Routed metal per tile:
(10 px per µm) The die is cut into 8 by 8 equal tiles; dark purple is low, yellow is high, scaled to the fullest tile. Values are wire area over tile area, all layers added.
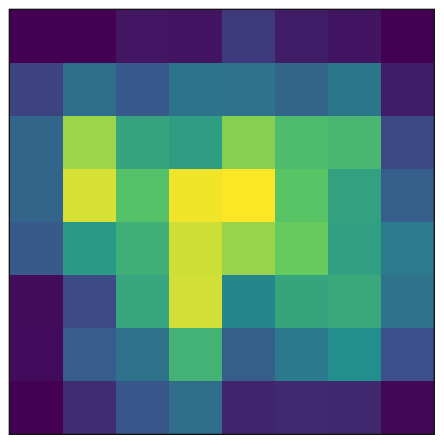
Cell classes on the final placement:
(12 px per µm)
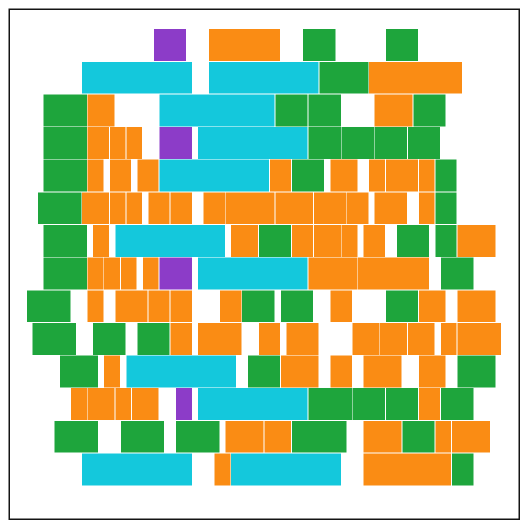
Design bcp_priority_scanner, sky130hd; sources not shown.
==> out/metrics.cfg <==
[global_route]
groute.layer.met2.usage_pct=48.00
grt_pass1_vias=856
grt_pass1_wl_um=3726
gr-usage-met1_pct=33.43
gr-max-usage-layer=met2
grt_antenna_before_repair=0
gr-usage-met3_pct=2.155
grt_overflow=0

[sta]
worstMarginPinSlew_ns=0.4728
rsz_0062_raised_after_global_routing=yes
postLayoutSetupSlackWorst_ns=-0.02825
maxSlewHeadroom_pct=68.38
maximum_achievable_frequency_mhz=469.9
final_period_minus_worst_setup_slack_ns=2.128
report.final.setup_viol=1
finalHoldViolCount=0
final.setup.tns_ns=-0.02825
final-max-slew-violation-count=0

[final_layout]
final.clkbuf_count=4
drive_above_1_share_pct=35.61
final.signal_inverter_count=4
clkCellAreaFrac_pct=2.265
buffers_non_clock=43
comb_area_share_pct=40.35
num_antenna_cells=0
layout.cells.most_common_list=23 x sky130_fd_sc_hd__buf_4, 12 x sky130_fd_sc_hd__clkdlybuf4s50_1, 11 x sky130_fd_sc_hd__nand2_1
regArea_um2=276.5
largest_cell_class=logic gates
final-comb-area_um2=467.9
layout.nets=146
register_fraction_of_the_total_cell_area_pct=23.84
comb.multi_input.count=70
largest_register_ff_count=8
ff_count=11
non_clock_buffers_area_share_pct=30.53
fillCellCount=115
syn_to_layout_area_delta_pct=51.47

[die]
core_area_um2=1506
nWellTaps=16
floorplan.initialDensity_pct=50.83
io-pin-count=20
floorplan.die_area_um2=1795
die.size.y_um=42.37

[yosys]
synthAoiAreaFrac_pct=23.20
yosys.area_share.simple_pct=32.84
postSynth.topFlopCell=sky130_fd_sc_hd__dfrtp_1
floorplan.nets=103
synth.avg_cell_area_um2=8.508
yosysCellCount=90
top_logic_kind=simple AND/OR/NAND/NOR gates
synth_cell_types=34
share_of_the_yosys_chip_area_belonging_to_registers_pct=35.95
netlist_instances=90
mappedNetlistArea_um2=765.7
yosys.area_share.adder_pct=0
yosysTopAreaCell=sky130_fd_sc_hd__dfrtp_1
synth.cellmix.xorXnorShare_pct=0
synth.top_cells.by_count=11 x sky130_fd_sc_hd__dfrtp_1, 11 x sky130_fd_sc_hd__nand2_1, 10 x sky130_fd_sc_hd__a21oi_1
synth_warnings=0

[pwr]
p_switching_w=0.0002210
switching_share_pct=33.32
pwr_density_cell_nw_per_um2=571.8
power_sequential_w=0.000241
power.share.combinational_pct=42.5
power.internal_w=0.0004422
powerComb_w=0.000282
share_clk_of_total_power_pct=21.1
top_power_group=combinational cells
p_leak_nw=0.5680
design_power_total_w=0.0006632
seqPwrFrac_pct=36.4
pg_clk_w=0.000140

[setup_path]
worstSetupEndpointType=flop
worstSetupPathType=reg2reg
path_delay_family=simple AND/OR/NAND/NOR gates
r2r_setup_slack_ns=-0.03
crit_chain=buf_6, nor4_1, nand2_1, o41ai_2, buf_4, and3_1, a221oi_1
critPathLaunchType=flop
critical_path_arrival_ns=2.07
timing.critical_path.required_ns=2.04
critical_path_cell_count=7

[clock_network]
clock.latency.late_pin_ns=0.26
cts-hold-fix-buffers=0
cts_max_level=1
tritoncts.num_buffers=3
clock_sinks=11
cts_tree=done

[route]
drtAntennaViolNets=0
remaining_drc_errors=0
route.met2.wl_um=1211
routed-wl-met3_um=106
drt_iter0_drc=23
wl_met1_um=957
route.top_layer_used=met4
drt_pre_antenna_iters=4

[placed_design]
placed_cell_area_um2=1072
placement.io_buffers=19
dp_cells=139
hpwl_um=1673

[run_status]
status=finished with violations
failed_checks=negative setup slack

[worst_hold_path]
hp-class=in2async

[flow_run]
drv_cap=0
warning_count=28

Back to the opening pictures, 'routed metal per tile':
The mean over all tiles is 0.21. The densest ninth of the die: center. The emptiest ninth of the die: lower left. 36% of the tiles are over half the peak. The fullest tile reaches 0.52.
total number of vias: 854
post-detailed-route wirelength per cell: 15.80 µm
wirelength, routed: 2338 µm

Back to the opening pictures, 'cell classes on the final placement':
Key: other buffers and delay cells = green [cells 43]; flops = cyan [cells 11]; combinational and other logic = orange [cells 74]; clock drivers and dummy loads = purple [cells 4]
count of standard-cell rows: 14
Util after Layout: 76.99%

